### config.mk
export PLATFORM = sky130hd
export DESIGN_NAME = mem_access_unit
export DESIGN_NICKNAME = d
export VERILOG_FILES = /design/src/rtl/mem_access_unit.sv
export SDC_FILE = /design/constraint.sdc
export NUM_CORES = 1
export LEC_CHECK = 0
export CELL_PAD_IN_SITES_DETAIL_PLACEMENT = 1
export CELL_PAD_IN_SITES_GLOBAL_PLACEMENT = 2
export CORE_UTILIZATION = 19
export DETAILED_ROUTE_END_ITERATION = 12
export PLACE_DENSITY = 0.89
export SYNTH_ARGS = -nofsm -noshare
export SYNTH_HDL_FRONTEND = slang
export SYNTH_SLANG_ARGS = --single-unit
### constraint.sdc
create_clock -name clk -period 2 [get_ports clk]
set_input_delay 0.3 -clock clk [delete_from_list [all_inputs] [get_ports clk]]
set_output_delay 0.3 -clock clk [all_outputs]
set_load 0.005 [all_outputs]
### src/rtl/mem_access_unit.sv
// MEM-stage access controller: turns byte addresses into word indices, extracts
// and extends sub-word loads, and runs a two-cycle read-modify-write for sb/sh.
module mem_access_unit #(
  parameter int WORD_ADDR_W = 8
) (
  input  logic        clk,
  input  logic        rst,
  input  logic        mem_read,
  input  logic        mem_write,
  input  logic [1:0]  size,
  input  logic        load_uns,
  input  logic [31:0] addr,
  input  logic [31:0] wdata,
  output logic [31:0] rdata,
  output logic        stall,
  output logic        misalign,
  output logic        dm_read,
  output logic        dm_write,
  output logic [31:0] dm_addr,
  output logic [31:0] dm_wdata,
  input  logic [31:0] dm_rdata
);

  typedef enum logic {IDLE, RMW_WR} state_t;

  state_t                 state_reg;
  logic [31:0]            merge_q;
  logic [WORD_ADDR_W-1:0] addr_reg;

  logic                   req;
  logic                   bad_align;
  logic                   sub_store;
  logic [WORD_ADDR_W-1:0] word_idx;
  logic [3:0]             byte_en;
  logic [31:0]            lane_data;
  logic [31:0]            merged;
  logic [7:0]             byte_sel;
  logic [15:0]            half_sel;
  logic [31:0]            load_val;
  logic                   unused_bits;

  // Address bits above the word index only matter for wrap-around, which is implicit
  assign unused_bits = ^addr[31:WORD_ADDR_W+2];

  assign req       = mem_read | mem_write;
  assign bad_align = (size == 2'b11) ||
                     (size == 2'b01 && addr[0]) ||
                     (size == 2'b10 && addr[1:0] != 2'b00);
  assign sub_store = mem_write && !bad_align && (size != 2'b10);
  assign word_idx  = addr[WORD_ADDR_W+1:2];

  // Byte-lane enables and replicated store data for the merge
  always_comb begin
    byte_en   = 4'b0000;
    lane_data = {2{wdata[15:0]}};
    if (size == 2'b00) begin
      byte_en   = 4'b0001 << addr[1:0];
      lane_data = {4{wdata[7:0]}};
    end else begin
      byte_en   = addr[1] ? 4'b1100 : 4'b0011;
    end
  end

  // Each lane takes the new byte when enabled, otherwise keeps the memory byte
  generate
    for (genvar gi = 0; gi < 4; gi++) begin : g_merge
      assign merged[8*gi +: 8] = byte_en[gi] ? lane_data[8*gi +: 8] : dm_rdata[8*gi +: 8];
    end
  endgenerate

  // Load extraction with sign or zero extension
  always_comb begin
    byte_sel = dm_rdata[7:0];
    case (addr[1:0])
      2'd0: byte_sel = dm_rdata[7:0];
      2'd1: byte_sel = dm_rdata[15:8];
      2'd2: byte_sel = dm_rdata[23:16];
      default: byte_sel = dm_rdata[31:24];
    endcase
    half_sel = addr[1] ? dm_rdata[31:16] : dm_rdata[15:0];
    case (size)
      2'b00:   load_val = {{24{byte_sel[7] & ~load_uns}}, byte_sel};
      2'b01:   load_val = {{16{half_sel[15] & ~load_uns}}, half_sel};
      default: load_val = dm_rdata;
    endcase
  end

  // Output decode; reset forces every output low and drops a pending RMW write
  always_comb begin
    rdata    = 32'h0;
    stall    = 1'b0;
    misalign = 1'b0;
    dm_read  = 1'b0;
    dm_write = 1'b0;
    dm_addr  = 32'h0;
    dm_wdata = 32'h0;
    if (!rst) begin
      if (state_reg == RMW_WR) begin
        dm_write                   = 1'b1;
        dm_wdata                   = merge_q;
        dm_addr[WORD_ADDR_W-1:0]   = addr_reg;
      end else if (req) begin
        if (bad_align) begin
          misalign = 1'b1;
        end else if (mem_write) begin
          dm_addr[WORD_ADDR_W-1:0] = word_idx;
          if (size == 2'b10) begin
            dm_write = 1'b1;
            dm_wdata = wdata;
          end else begin
            dm_read = 1'b1;
            stall   = 1'b1;
          end
        end else begin
          dm_read                  = 1'b1;
          dm_addr[WORD_ADDR_W-1:0] = word_idx;
          rdata                    = load_val;
        end
      end
    end
  end

  // FSM: capture the merged word and its index, write it back the next cycle
  always_ff @(posedge clk) begin
    if (rst) begin
      state_reg <= IDLE;
      merge_q   <= 32'h0;
      addr_reg  <= '0;
    end else begin
      case (state_reg)
        IDLE: begin
          if (sub_store) begin
            merge_q   <= merged;
            addr_reg  <= word_idx;
            state_reg <= RMW_WR;
          end
        end
        default: state_reg <= IDLE;
      endcase
    end
  end

endmodule

Fig. 1: run 1, wires at chosen ports, followed through buffers
Drawn at 2 px/micron.
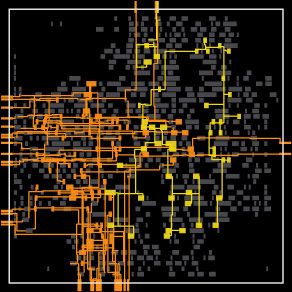
`rst`: in yellow, bits 1, direction input, end cells 46, buffers 3, wire 520 microns. `dm_rdata`: in orange, bits 32, direction input, end cells 76, buffers 48, wire 2440 microns.
I/O pin count: 203
input/output buffers: 156

Fig. 2: run 1, cell density map
Drawn at 3 px/micron. The die is cut into 14 by 14 equal tiles; dark blue is low, red is high, 0 to 100% covered.
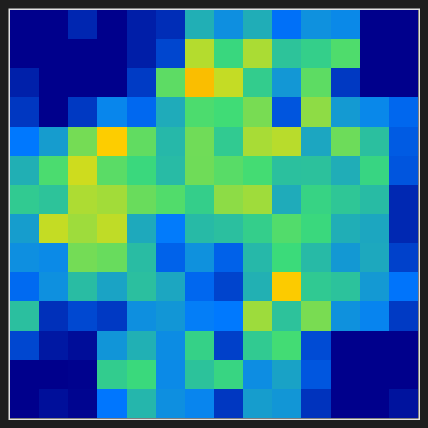
The fullest tile reaches 78%. 15% of the tiles are nearly empty. The mean over all tiles is 32%. 1.5% of the tiles are over 75% full. The densest ninth of the die: west. The emptiest ninth of the die: north-west.
Finished Core Util: 35.4%
Core Util at FP: 19.6%
Core Footprint: 0.0174 sq mm

==> results.txt, run 1 <==
Status on the layout run. Average wire per cell in the routed design landed at 19.1 microns. Count of nets left with antenna violations after detail routing landed at 0. The max-slew check reports its worst relative slack as 64.2%.

Dividing the synthesized area by the synthesized cell count gives 7.34 sq um. The slowest stage of the critical path belongs to the cell sky130_fd_sc_hd__a221oi_4. sky130_fd_sc_hd__dfxtp_1 takes more of the synthesized area than any other cell.

The run finished with clean final reports. After synthesis, the design contains roughly 470 cells according to Yosys. Combined area of all synthesized cells landed at 0.00342 sq mm.

Total of max-cap violations landed at 0. Along the worst path, the maximum fanout reaches 4. The number of global-route vias before repair came to around 4500. The synthesis report gives the async set-or-reset register share as 0%. Remaining routing DRC violations landed at 0. Total power consumption of the routed design landed at 2.69 mW.

Static leakage power landed at 2.70 nW. Instance count of the mapped netlist landed at 466. Derived from the worst setup path, the maximum achievable clock frequency is 510 MHz. Synthesized flop and latch total landed at 41. Hold violation total from the final report landed at 0. According to the floorplan report, the die width is 136 microns. Synthesis-to-finish area growth landed at 80.5%. In this run the worst hold path is classified as reg2reg. Final-report setup violation count landed at 0. Dividing the detail-routed via count by the number of cells gives 4.68.

Longest individual stage delay on the worst path landed at 190 ps. Maximum level of the CTS H-tree landed at 2. Count of warnings emitted by yosys landed at 0. The root buffer cell chosen for the clock tree is sky130_fd_sc_hd__clkbuf_16. The worst path needs about 2000 ps of the cycle, external delays included. The setup path with the least slack is of type in2out. Entering global routing, the biggest net connects 44 pins. At the worst endpoint, the required time is 1700 ps. The first global-routing pass estimated 26400 microns of wire. In this run the deepest clock path goes through 2 buffers. Global routing used 18.8% of the available tracks across all layers. For this run, the chip area from Yosys synthesis comes to roughly 0.0034 sq mm. For this run, the register share of the synthesized area comes to around 24%.

Clock slew at the register clock pins of the worst setup and hold paths landed at 60 ps.
Fig. 3: run 1, cell placement
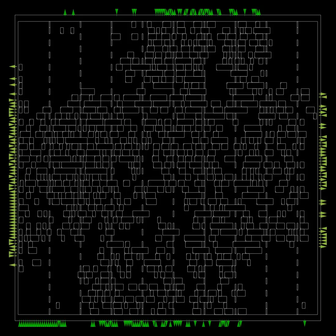
post-layout instance count excluding filler cells: 930
fraction of area in registers: 13.4%

Fig. 4: run 1, placed cells, one colour a class
Drawn at 3 px/micron.
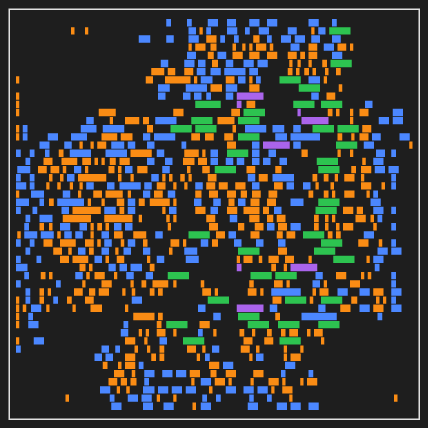
remaining logic cells: in orange, cells 380, share of their area 43%. clock drivers and dummy loads: in purple, cells 8, share of their area 2.4%. remaining buffers and delay cells: in blue, cells 276, share of their area 41%. registers: in green, cells 41, share of their area 14%.
final cell area excluding filler cells: 0.00617 sq mm
count of standard-cell rows: 48

==> run 1: critical path: cells and delay by family <==
family	cells	cell delay [ps]
AND/OR/NAND/NOR	1	130
AND-OR/OR-AND	3	510
buffers and inverters	5	710
==> run 1: cells in the final DEF (no fill, tap or decap), types with 15 or more instances in the layout <==
cell type,n
sky130_fd_sc_hd__nand2_1,73
sky130_fd_sc_hd__dfxtp_1,40
sky130_fd_sc_hd__conb_1,24
sky130_fd_sc_hd__a311oi_1,15
sky130_fd_sc_hd__nor2_1,57
sky130_fd_sc_hd__clkbuf_2,30
sky130_fd_sc_hd__mux2i_1,34
sky130_fd_sc_hd__clkdlybuf4s50_1,60
sky130_fd_sc_hd__a21oi_1,24
sky130_fd_sc_hd__buf_4,97
sky130_fd_sc_hd__buf_2,34
==> run 1: worst paths after layout <==
kind | start | endpoint | slack (ps) | depth (start not counted)
worst max register to register | state_reg$_SDFF_PP0_ | merge_q[27]$_SDFFE_PP0P_ | 150 | 8
worst min register to register | merge_q[15]$_SDFFE_PP0P_ | merge_q[15]$_SDFFE_PP0P_ | 450 | 2
worst min-delay path | merge_q[15]$_SDFFE_PP0P_ | merge_q[15]$_SDFFE_PP0P_ | 450 | 2
worst max-delay path | addr[1] | rdata[11] | 40 | 9
==> run 1: kinds of logic (layout without fill, tap and decap cells) <==
kind of cell           count (synthesis)  in the layout  synth area share (%)
other                                  1             24                 0.110
AOI/OAI and AO/OA                    137            137                  30.4
and+or+nand+nor                      171            171                  21.5
buffers and inverters                 80            296                  13.4
DFF                                   41             41                  24.0
muxes                                 36             36                  10.6
==> run 1: per-stage QoR <==
step                      setup slack, ps  area, sq um  TNS [ps]  hold WS (ps)  utilization, %
after detailed placement             -916         5750    -61150           451            33.0
after floorplan                       284         3510         0           432               -
after CTS                           -42.8         6200      -301           456            35.6
final                                39.0         6170         0           455            35.4
after global routing                -22.3         6170     -77.9           484            35.4
after global placement               -955         5750    -57380           442            33.0
==> run 1: report_power, final <==
part | internal, mW | total, mW | switching, mW
Clock | 0.458 | 0.776 | 0.318
Combinational | 0.514 | 1.02 | 0.502
Sequential | 0.863 | 0.894 | 0.0308
Total | 1.84 | 2.69 | 0.850
==> run 1: area by class of cell <==
class                      instances  area, sq um
inverter                          12         45.0
timing repair buffer             276         2400
sequential                        41          825
multi-input combinational        368         2480
tap                              225          282
fill                            2112        11200
clock inverter                     2         10.0
clock buffer                       6          129
==> run 1: timing repair <==
action                     in CTS  in global routing
hold endpoints to repair        0                  0
hold buffers                    0                  0
gates cloned                    5                  1
buffers inserted               18                  3
resized                       265                105
pin swaps                      16                 15
setup endpoints to repair     106                 78
==> run 1: metal layers <==
| metal | wire length, microns | up-vias | global-route usage [%] | part of all wire, % |
|---|---|---|---|---|
| met1 | 8230 | 2071 | 25.2 | 46 |
| met4 | 472 | 0 | 5.68 | 2.7 |
| met3 | 725 | 24 | 2.01 | 4.1 |
| met5 | 0 | - | 0 | 0 |
| met2 | 8380 | 150 | 31.5 | 47 |
| li1 | - | 2110 | - | - |
Fig. 5: run 1, met1 routing
Drawn at 3 px/micron. Supply wires on this layer in grey. Cells faint in the background.
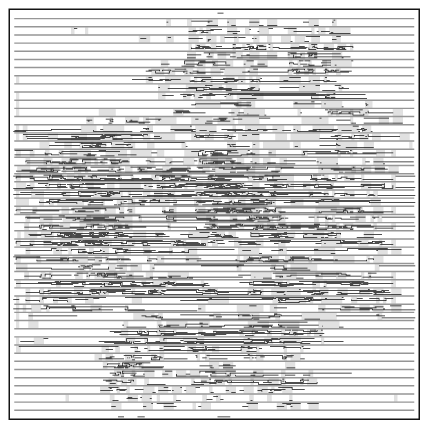

--- run 2 (diff from run 1) ---
- CORE_ASPECT_RATIO: unset -> 1.2
- REMOVE_ABC_BUFFERS: unset -> 1
Fig. 6: run 2, met1 routing
Drawn at 3 px/micron. Supply wires on this layer in grey. Cells faint in the background.
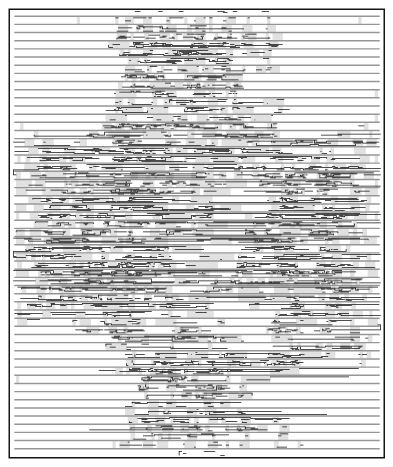
The wires run mostly horizontal. 690 nets have wire on it. The layer holds 43% of the routed length.
met1 Usage GRT: 23.4%
wirelength, routed: 18000 microns
via count: 4450

Fig. 7: run 2, wires at chosen ports, followed through buffers
Drawn at 2 px/micron.
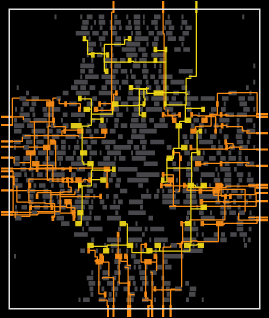
`dm_rdata`: in orange, bits 32, direction input, end cells 76, buffers 47, wire 1790 microns. `rst`: in yellow, bits 1, direction input, end cells 46, buffers 4, wire 620 microns.

==> run 2 against run 1 <==
Net effect: clock skew decreased by 1.4 ps; critical path type unchanged; largest cell class is now non-clock buffers; routed wire length up 1.3%; sequential share of layout area decreased by 0.58 points; non-clock buffer count increased by 8; register-to-register slack about the same.
==> results.txt, run 2 <==
Status on the layout run. Total of max-cap violations landed at 0. Summing every instance area after synthesis gives around 0.0034 sq mm. The area growth from synthesis to layout is 88.7%. The die is 124 microns wide. Maximum level of the CTS H-tree landed at 2. The power report shows net switching accounting for about 30% of the total.

Counting I/O delays and the setup requirement, the final critical path takes 1980 ps. Worst path setup slack after routing landed at 23.7 ps. Endpoint required time on the critical path landed at 1700 ps. Counting flops with an async set or reset pin after synthesis yields a share of 0%. The leakage component of the power was reported as approximately 2.9 nW. Pin placement for this block handled ~200 I/O pins. Core utilization before placement landed at 19.5%. Count of nets left with antenna violations after detail routing landed at 0. Per the post-synthesis report, the number of cells in the design is 466. In the setup report, the worst path falls into the class in2out.

The power report attributes to the clock group a share of 33.3%. Derived from the worst setup path, the maximum achievable clock frequency is a little over 500 MHz. Ratio of routed vias to standard cells landed at 4.77. The global routing report lists combined usage of all routing layers as 18.8%.

The registers of the reported paths see a clock transition of approximately 60 ps. Checking max transition, the worst relative margin is between 40 and 50%. The flow ran to the end, and the final reports show no timing, DRC or antenna violations. Looking at the clock tree report, the root buffer type is sky130_fd_sc_hd__clkbuf_16. Each instance of the synthesized netlist takes up on average ~7.3 sq um. After routing the design area is 0.00645 sq mm. Counting the warning lines in the Yosys log gives 0. Looking at the critical path, the single cell with the biggest stage delay is sky130_fd_sc_hd__o21a_1. Pre-CTS setup slack landed at -691 ps. Area of the core landed at 0.0176 sq mm. Floorplan row count landed at between 50 and 60. Largest net degree at the start of global routing landed at 31. Synthesized flop and latch total landed at between 40 and 50.

Switching power of the nets landed at 864 uW. Final-report setup violation count landed at 0. Of the total power, combinational logic draws 36.0%. Sequential area share after synthesis landed at 24.0%. During placement, the flow inserted port buffers numbering 156. The placed instances occupy a cell area of approximately 0.0058 sq mm. Share of total power in sequential cells landed at 30.7%. Internal power contribution landed at 2.03 mW. Per the cell usage report, the commonest logic cell in the layout is sky130_fd_sc_hd__buf_4.
==> run 2: cell counts after synthesis <==
Identical to the previous run, type by type.
==> run 2: repair_timing <==
item | 4_1_cts | 5_1_grt
pin swaps | 16 | 18
gates resized | 300 | 70
setup buffers | 19 | 8
endpoints found under the setup margin | 104 | 67
gates cloned | 7 | 1
==> run 2: worst paths after layout <==
check        slack, ps  cells past startpoint                        to                startpoint
min                430                      3  merge_q[12]$_SDFFE_PP0P_              dm_rdata[12]
max                 20                      9                 rdata[15]                   addr[1]
min reg2reg        460                      2  merge_q[15]$_SDFFE_PP0P_  merge_q[15]$_SDFFE_PP0P_
max reg2reg        140                      8  merge_q[31]$_SDFFE_PP0P_      state_reg$_SDFF_PP0_
==> run 2: cell families after synthesis <==
| kind of cell | share of synthesized area, % |
|---|---|
| AND-OR/OR-AND | 30.4 |
| buffers and inverters | 13.4 |
| flip-flops | 24.0 |
| multiplexers | 10.6 |
| other | 0.110 |
| AND/OR/NAND/NOR | 21.5 |
==> run 2: routing by layer <==
| layer | part of all wire, % | routed length, microns | vias to the layer above | track usage, % |
|---|---|---|---|---|
| met3 | 5.2 | 941 | 22 | 2.26 |
| met5 | 0 | 0 | - | 0 |
| met4 | 2.4 | 429 | 0 | 5.54 |
| met2 | 50 | 8980 | 149 | 33.8 |
| li1 | - | - | 2137 | - |
| met1 | 43 | 7690 | 2142 | 23.4 |
==> run 2: critical path, delay by kind of cell <==
kind	cells	cell delay (ps)
buf+inv	5	700
compound gates	3	550
simple gates	1	110
==> run 2: through the flow <==
step / util (%) / std cells / hold slack, ps / total power, mW
5_1_grt: 36.7 / 933 / 476 / 3.03
3_3_place_gp: 33.0 / 894 / 439 / 1.81
3_5_place_dp: 33.0 / 894 / 448 / 1.83
2_1_floorplan: - / 421 / 368 / 1.21
4_1_cts: 36.2 / 927 / 455 / 2.89
6_report: 36.7 / 933 / 429 / 2.90
==> run 2: layout make-up <==
| cell class | count | area (sq um) | area share [%] |
|---|---|---|---|
| repair buffers | 284 | 2670 | 41.4 |
| flip-flops and latches | 41 | 825 | 12.8 |
| multi-input cells | 368 | 2470 | 38.2 |
| clock buffers | 7 | 143 | 2.21 |
| inverters | 12 | 45.0 | 0.698 |
| clock inverters | 1 | 30.0 | 0.465 |
| well taps | 220 | 275 | 4.27 |
==> run 2: power groups by stage <==
stage                     Clock [mW]  Combinational, mW  Sequential, mW
after global routing            1.01               1.12           0.895
after CTS                      0.983               1.02           0.891
after floorplan                    0              0.306           0.907
after global placement             0              0.906           0.908
final                          0.964               1.04           0.890
after detailed placement           0              0.917           0.910
Power and IR drop assume default switching activity.
